Clock nets:
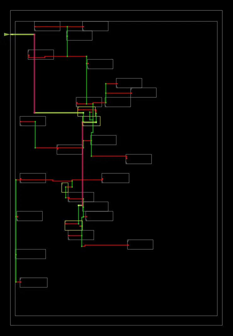
Gate-type map:
Bar = 20 um.
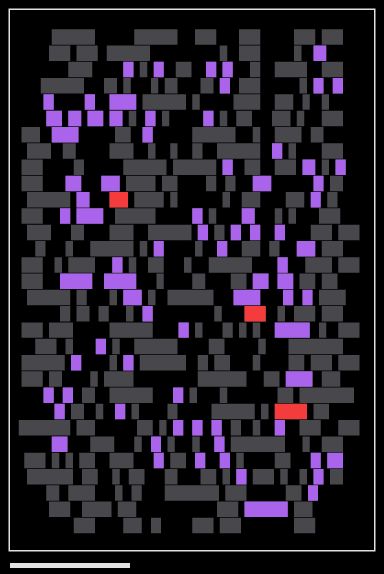
I/O pins on the die edge:
Pins as bars across the die edge, other pins in grey.
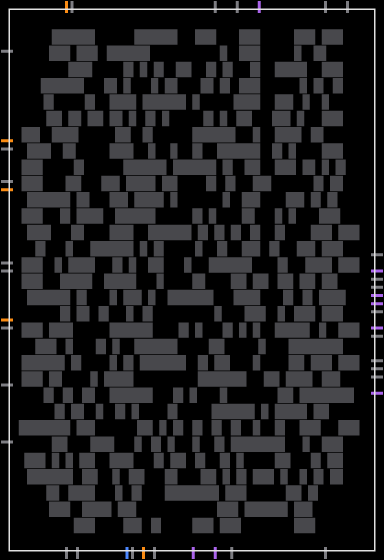
Register map, names as in the netlist:
Bar = 20 um. Other sequential cells in the stronger grey, the rest of the logic in the fainter grey.
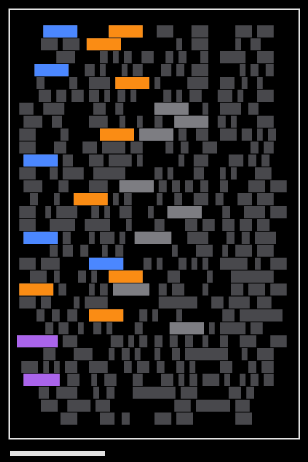
[src/rtl/veririsc_pkg.sv]
// Shared definitions for the VeriRISC accumulator core: opcodes, FSM states
// and helpers that pull the opcode and operand fields out of an instruction.
package veririsc_pkg;

  localparam int OPCODE_BITS = 3;

  typedef enum logic [2:0] {
    OP_HLT = 3'd0,
    OP_SKZ = 3'd1,
    OP_ADD = 3'd2,
    OP_AND = 3'd3,
    OP_XOR = 3'd4,
    OP_LDA = 3'd5,
    OP_STO = 3'd6,
    OP_JMP = 3'd7
  } opcode_e;

  typedef enum logic [1:0] {
    ST_FETCH  = 2'd0,
    ST_EXEC   = 2'd1,
    ST_MEM    = 2'd2,
    ST_HALTED = 2'd3
  } state_e;

  // Opcode lives in the top OPCODE_BITS bits of a data-width word.
  function automatic opcode_e f_opcode(input logic [63:0] i_word, input int i_dwidth);
    return opcode_e'(i_word[i_dwidth-1 -: OPCODE_BITS]);
  endfunction

  // Operand address lives in the low i_awidth bits; everything above is masked.
  function automatic logic [63:0] f_operand(input logic [63:0] i_word, input int i_awidth);
    return i_word & ~({64{1'b1}} << i_awidth);
  endfunction

endpackage

[src/rtl/veririsc_core_alu.sv]
// Combinational accumulator ALU: computes the AC value written back at the
// end of a memory instruction, and flags a zero accumulator for SKZ.
module risc_alu
  import veririsc_pkg::*;
#(
  parameter int DWIDTH = 8
) (
  input  opcode_e           i_opcode,
  input  logic [DWIDTH-1:0] i_ac,
  input  logic [DWIDTH-1:0] i_rdata,
  output logic [DWIDTH-1:0] o_result,
  output logic              o_ac_zero
);

  // Result select; STO and non-memory opcodes leave the accumulator as is.
  always_comb begin
    o_result = i_ac;
    case (i_opcode)
      OP_ADD:  o_result = i_ac + i_rdata;
      OP_AND:  o_result = i_ac & i_rdata;
      OP_XOR:  o_result = i_ac ^ i_rdata;
      OP_LDA:  o_result = i_rdata;
      default: o_result = i_ac;
    endcase
  end

  assign o_ac_zero = (i_ac == {DWIDTH{1'b0}});

endmodule

[src/rtl/veririsc_core.sv]
// VeriRISC accumulator core: FETCH/EXEC/MEM/HALTED controller with PC, IR and
// AC, talking to a single ready-handshaked memory bus.
module veririsc_core
  import veririsc_pkg::*;
#(
  parameter int AWIDTH = 5,
  parameter int DWIDTH = 8
) (
  input  logic              clk,
  input  logic              rst,
  output logic              mem_req,
  output logic              mem_we,
  output logic [AWIDTH-1:0] mem_addr,
  output logic [DWIDTH-1:0] mem_wdata,
  input  logic [DWIDTH-1:0] mem_rdata,
  input  logic              mem_ready,
  input  logic              resume,
  output logic              halt,
  output logic [AWIDTH-1:0] pc_out,
  output logic [DWIDTH-1:0] ac_out
);

  if (DWIDTH < AWIDTH + 3) begin : g_width_check
    $error("veririsc_core: DWIDTH must be at least AWIDTH+3");
  end

  localparam logic [AWIDTH-1:0] PC_ONE = {{(AWIDTH-1){1'b0}}, 1'b1};

  state_e              r_state;
  state_e              w_state_next;
  logic [AWIDTH-1:0]   r_pc;
  logic [AWIDTH-1:0]   w_pc_next;
  logic [DWIDTH-1:0]   r_ac;
  logic [DWIDTH-1:0]   w_ac_next;
  logic [DWIDTH-1:0]   r_ir;
  logic [DWIDTH-1:0]   w_ir_next;
  opcode_e             w_opcode;
  logic [AWIDTH-1:0]   w_operand;
  logic [DWIDTH-1:0]   w_alu_result;
  logic                w_ac_zero;

  assign w_opcode  = f_opcode(64'(r_ir), DWIDTH);
  assign w_operand = AWIDTH'(f_operand(64'(r_ir), AWIDTH));

  risc_alu #(.DWIDTH(DWIDTH)) u_alu (
    .i_opcode  (w_opcode),
    .i_ac      (r_ac),
    .i_rdata   (mem_rdata),
    .o_result  (w_alu_result),
    .o_ac_zero (w_ac_zero)
  );

  // Bus and debug outputs decode directly from registered state only.
  assign mem_req   = (r_state == ST_FETCH) || (r_state == ST_MEM);
  assign mem_we    = (r_state == ST_MEM) && (w_opcode == OP_STO);
  assign mem_addr  = (r_state == ST_MEM) ? w_operand : r_pc;
  assign mem_wdata = r_ac;
  assign halt      = (r_state == ST_HALTED);
  assign pc_out    = r_pc;
  assign ac_out    = r_ac;

  // Next-state and datapath update; a bus cycle without ready changes nothing.
  always_comb begin
    w_state_next = r_state;
    w_pc_next    = r_pc;
    w_ac_next    = r_ac;
    w_ir_next    = r_ir;
    case (r_state)
      ST_FETCH: begin
        if (mem_ready) begin
          w_ir_next    = mem_rdata;
          w_pc_next    = r_pc + PC_ONE;
          w_state_next = ST_EXEC;
        end else begin
          w_state_next = ST_FETCH;
        end
      end
      ST_EXEC: begin
        case (w_opcode)
          OP_HLT: w_state_next = ST_HALTED;
          OP_SKZ: begin
            if (w_ac_zero) begin
              w_pc_next = r_pc + PC_ONE;
            end else begin
              w_pc_next = r_pc;
            end
            w_state_next = ST_FETCH;
          end
          OP_JMP: begin
            w_pc_next    = w_operand;
            w_state_next = ST_FETCH;
          end
          default: w_state_next = ST_MEM;
        endcase
      end
      ST_MEM: begin
        if (mem_ready) begin
          w_ac_next    = w_alu_result;
          w_state_next = ST_FETCH;
        end else begin
          w_state_next = ST_MEM;
        end
      end
      ST_HALTED: begin
        if (resume) begin
          w_state_next = ST_FETCH;
        end else begin
          w_state_next = ST_HALTED;
        end
      end
      default: w_state_next = ST_FETCH;
    endcase
  end

  // State register; reset always restarts with a fetch from address zero.
  always_ff @(posedge clk) begin
    if (rst) begin
      r_state <= ST_FETCH;
    end else begin
      r_state <= w_state_next;
    end
  end

  // Architectural registers; reset wins over any in-flight bus transaction.
  always_ff @(posedge clk) begin
    if (rst) begin
      r_pc <= {AWIDTH{1'b0}};
      r_ac <= {DWIDTH{1'b0}};
      r_ir <= {DWIDTH{1'b0}};
    end else begin
      r_pc <= w_pc_next;
      r_ac <= w_ac_next;
      r_ir <= w_ir_next;
    end
  end

endmodule

[config.mk]
export PLATFORM = sky130hd
export DESIGN_NAME = veririsc_core
export DESIGN_NICKNAME = d
export VERILOG_FILES = /design/src/rtl/veririsc_pkg.sv /design/src/rtl/veririsc_core_alu.sv /design/src/rtl/veririsc_core.sv
export SDC_FILE = /design/constraint.sdc
export NUM_CORES = 1
export LEC_CHECK = 0
export CAP_MARGIN = 5
export CELL_PAD_IN_SITES_DETAIL_PLACEMENT = 1
export CELL_PAD_IN_SITES_GLOBAL_PLACEMENT = 1
export CORE_ASPECT_RATIO = 1.5
export CORE_UTILIZATION = 37
export CTS_BUF_LIST = sky130_fd_sc_hd__clkbuf_4 sky130_fd_sc_hd__clkbuf_8 sky130_fd_sc_hd__clkbuf_16
export CTS_CLUSTER_DIAMETER = 30
export DETAILED_ROUTE_END_ITERATION = 7
export GPL_ROUTABILITY_DRIVEN = 1
export PLACE_DENSITY_LB_ADDON = 0.05
export SETUP_SLACK_MARGIN = 0.4
export SLEW_MARGIN = 20
export SYNTH_ARGS = -nofsm -noshare
export SYNTH_HDL_FRONTEND = slang
export SYNTH_HIERARCHICAL = 1
export SYNTH_SLANG_ARGS = --single-unit
[constraint.sdc]
create_clock -name clk -period 2.5 [get_ports clk]
set_input_delay 0.5 -clock clk [delete_from_list [all_inputs] [get_ports clk]]
set_output_delay 0.5 -clock clk [all_outputs]
set_load 0.01 [all_outputs]
==> Changelog: implementation <==
## Implementation

* Hold Slack at about 0.48 ns
* Seq. cell area at about 470 um^2
* Hold crit path type: reg -> reg
* Post-Syn Instances at between 200 and 300
* Comb pwr at ~0.00041 W
* GR met2 Demand/Resource at ~43%
* CTS tree: done
* Die width at ~61 um
* Main logic family: AND-OR/OR-AND gates
* Setup bufs post-CTS at 0
* Post-CTS sizing at 25
* Met1 WL at between 2000 and 2500 um
* Distinct lib cells used at 49
* Design Area, Final at roughly 0.0026 mm^2
* Layout non-clock buf frac at between 20% and 30%
* Residual DRC at 0
* # port buffers at 40
* Gr usage total at 23.56%
* Comb/total area at a little over half
* Met1 GRT Util at approximately 27%
* Power, Total at 0.001078 W
* Flop+latch power at around 0.00043 W
* Seq pwr share at 40.0%
* Layout area overhead at 34.96%
* Post-Synth Simple-Gate Area at around a quarter
* Core Util, Final at 52.97%
* Min Clock Period, post-route at between 2 and 2.5 ns
* Post-synth EDFFs at 0
* WL/cell at 16.33 um
* Die Area at between 0.005 and 0.006 mm^2
* Syn avg cell area at 7.406 um^2
* Fin cells at approximately 370
* TAP cells at about 66
* Flop share of the area at 18.08%
* Max Root-Sink Buffers at 2
* Cell count along the critical path at 4
* Area fraction in mux cells at 6.523%
* CP Capture Type: primary output
* Critical Path AT at between 1.5 and 2 ns
* Syn nets at roughly 280
* Clk_skew at approximately 0.0086 ns
* Final HPWL DP at ~4500 um
* Worst-path cell chain: nor2b_4, buf_6, mux2_2, dlygate4sd2_1
* Root buf cell: clkbuf_8
* Fin. max-slew vios at 0
* Yosys reg bits at 23
* Hold Crit Depth at 2
* Tool Warnings at 28
* CP Class: reg -> out
* WP data required at around 2.0 ns
* RSZ-0062 raised after global routing: true
* Min-delay src: r_ir[4]
* Max layer used: met4
* Invs w/o clock at 4
* First-pass GRT wire length at between 9000 and 10000 um
* Capture point of the worst reg-to-reg path: pc_out[1]
* Yosys chip area at roughly 0.0019 mm^2
* Via/cell ratio at about 5.5
* Hold buffer count at CTS at 0
* Detailed Route WL at between 6000 and 7000 um
* Final tally of setup violations at 0
* Cell Rows at 31
* Post-DRT Antenna Nets at 0
* Post-synth top area cell: dfxtp_1
* Synth Seq Share at between 20% and 30%
* Placed standard-cell area at around 0.0024 mm^2
* Die Span Y at 90.18 um
* Fillers at 630
* Met3 wire length at between 150 and 200 um
* Logic area at 0.001409 mm^2
* Mi-comb count at ~210
* Startpoint Class: register
* Largest cells by area: dfxtp_1 24%, a21oi_1 8.6%, nand2_1 8.6%
* Post-synthesis adder-cell area fraction at under 10%
* Final Hold Violating Endpoints at 0
* Dominant kind of cell: combinational gates
* FF-to-FF Start: ac_out[3]
* Status: complete, no violations
* CTS clock-pin slew for the worst setup and hold paths at ~0.09 ns
* Core ar. at around 0.0049 mm^2
* Xor+xnor area frac at between 2 and 2.5%
* FMAX at about 0.49 GHz
* CP top delay family: buffers and inverters
* Crit path from: r_state[1]
* Clock network power at 0.000241 W
* Cells after DPL at about 360
* Setup TNS at 0 ns
* Met2 Routed Length at approximately 3300 um
## Picture notes: 'clock nets'
CTS Buf Count: 3
clkbuf count: 3
worst skew pair latency: 0.27 ns
Clock Sink Count: 23
flip-flops: 23

## Picture notes: 'gate-type map'
purple -> aoi and oai cells  # cells 78, most used a21oi_1, where all over the die
red -> non-inverting ao/oa cells  # cells 3

## Picture notes: 'I/O pins on the die edge'
purple -> `ac_out`  # pins 8, direction output, edge 5 right, 2 bottom, 1 top
orange -> `mem_addr`  # pins 5, direction output, edge 3 left, 1 bottom, 1 top
blue -> `mem_we`  # pins 1, direction output, edge bottom
all pins by edge = 13 right, 11 left, 10 bottom, 7 top

## Picture notes: 'register map, names as in the netlist'
blue -> `pc_out`  # flops 5
purple -> `r_state`  # flops 2
orange -> `r_ir`  # flops 8

Power and IR drop assume default switching activity.
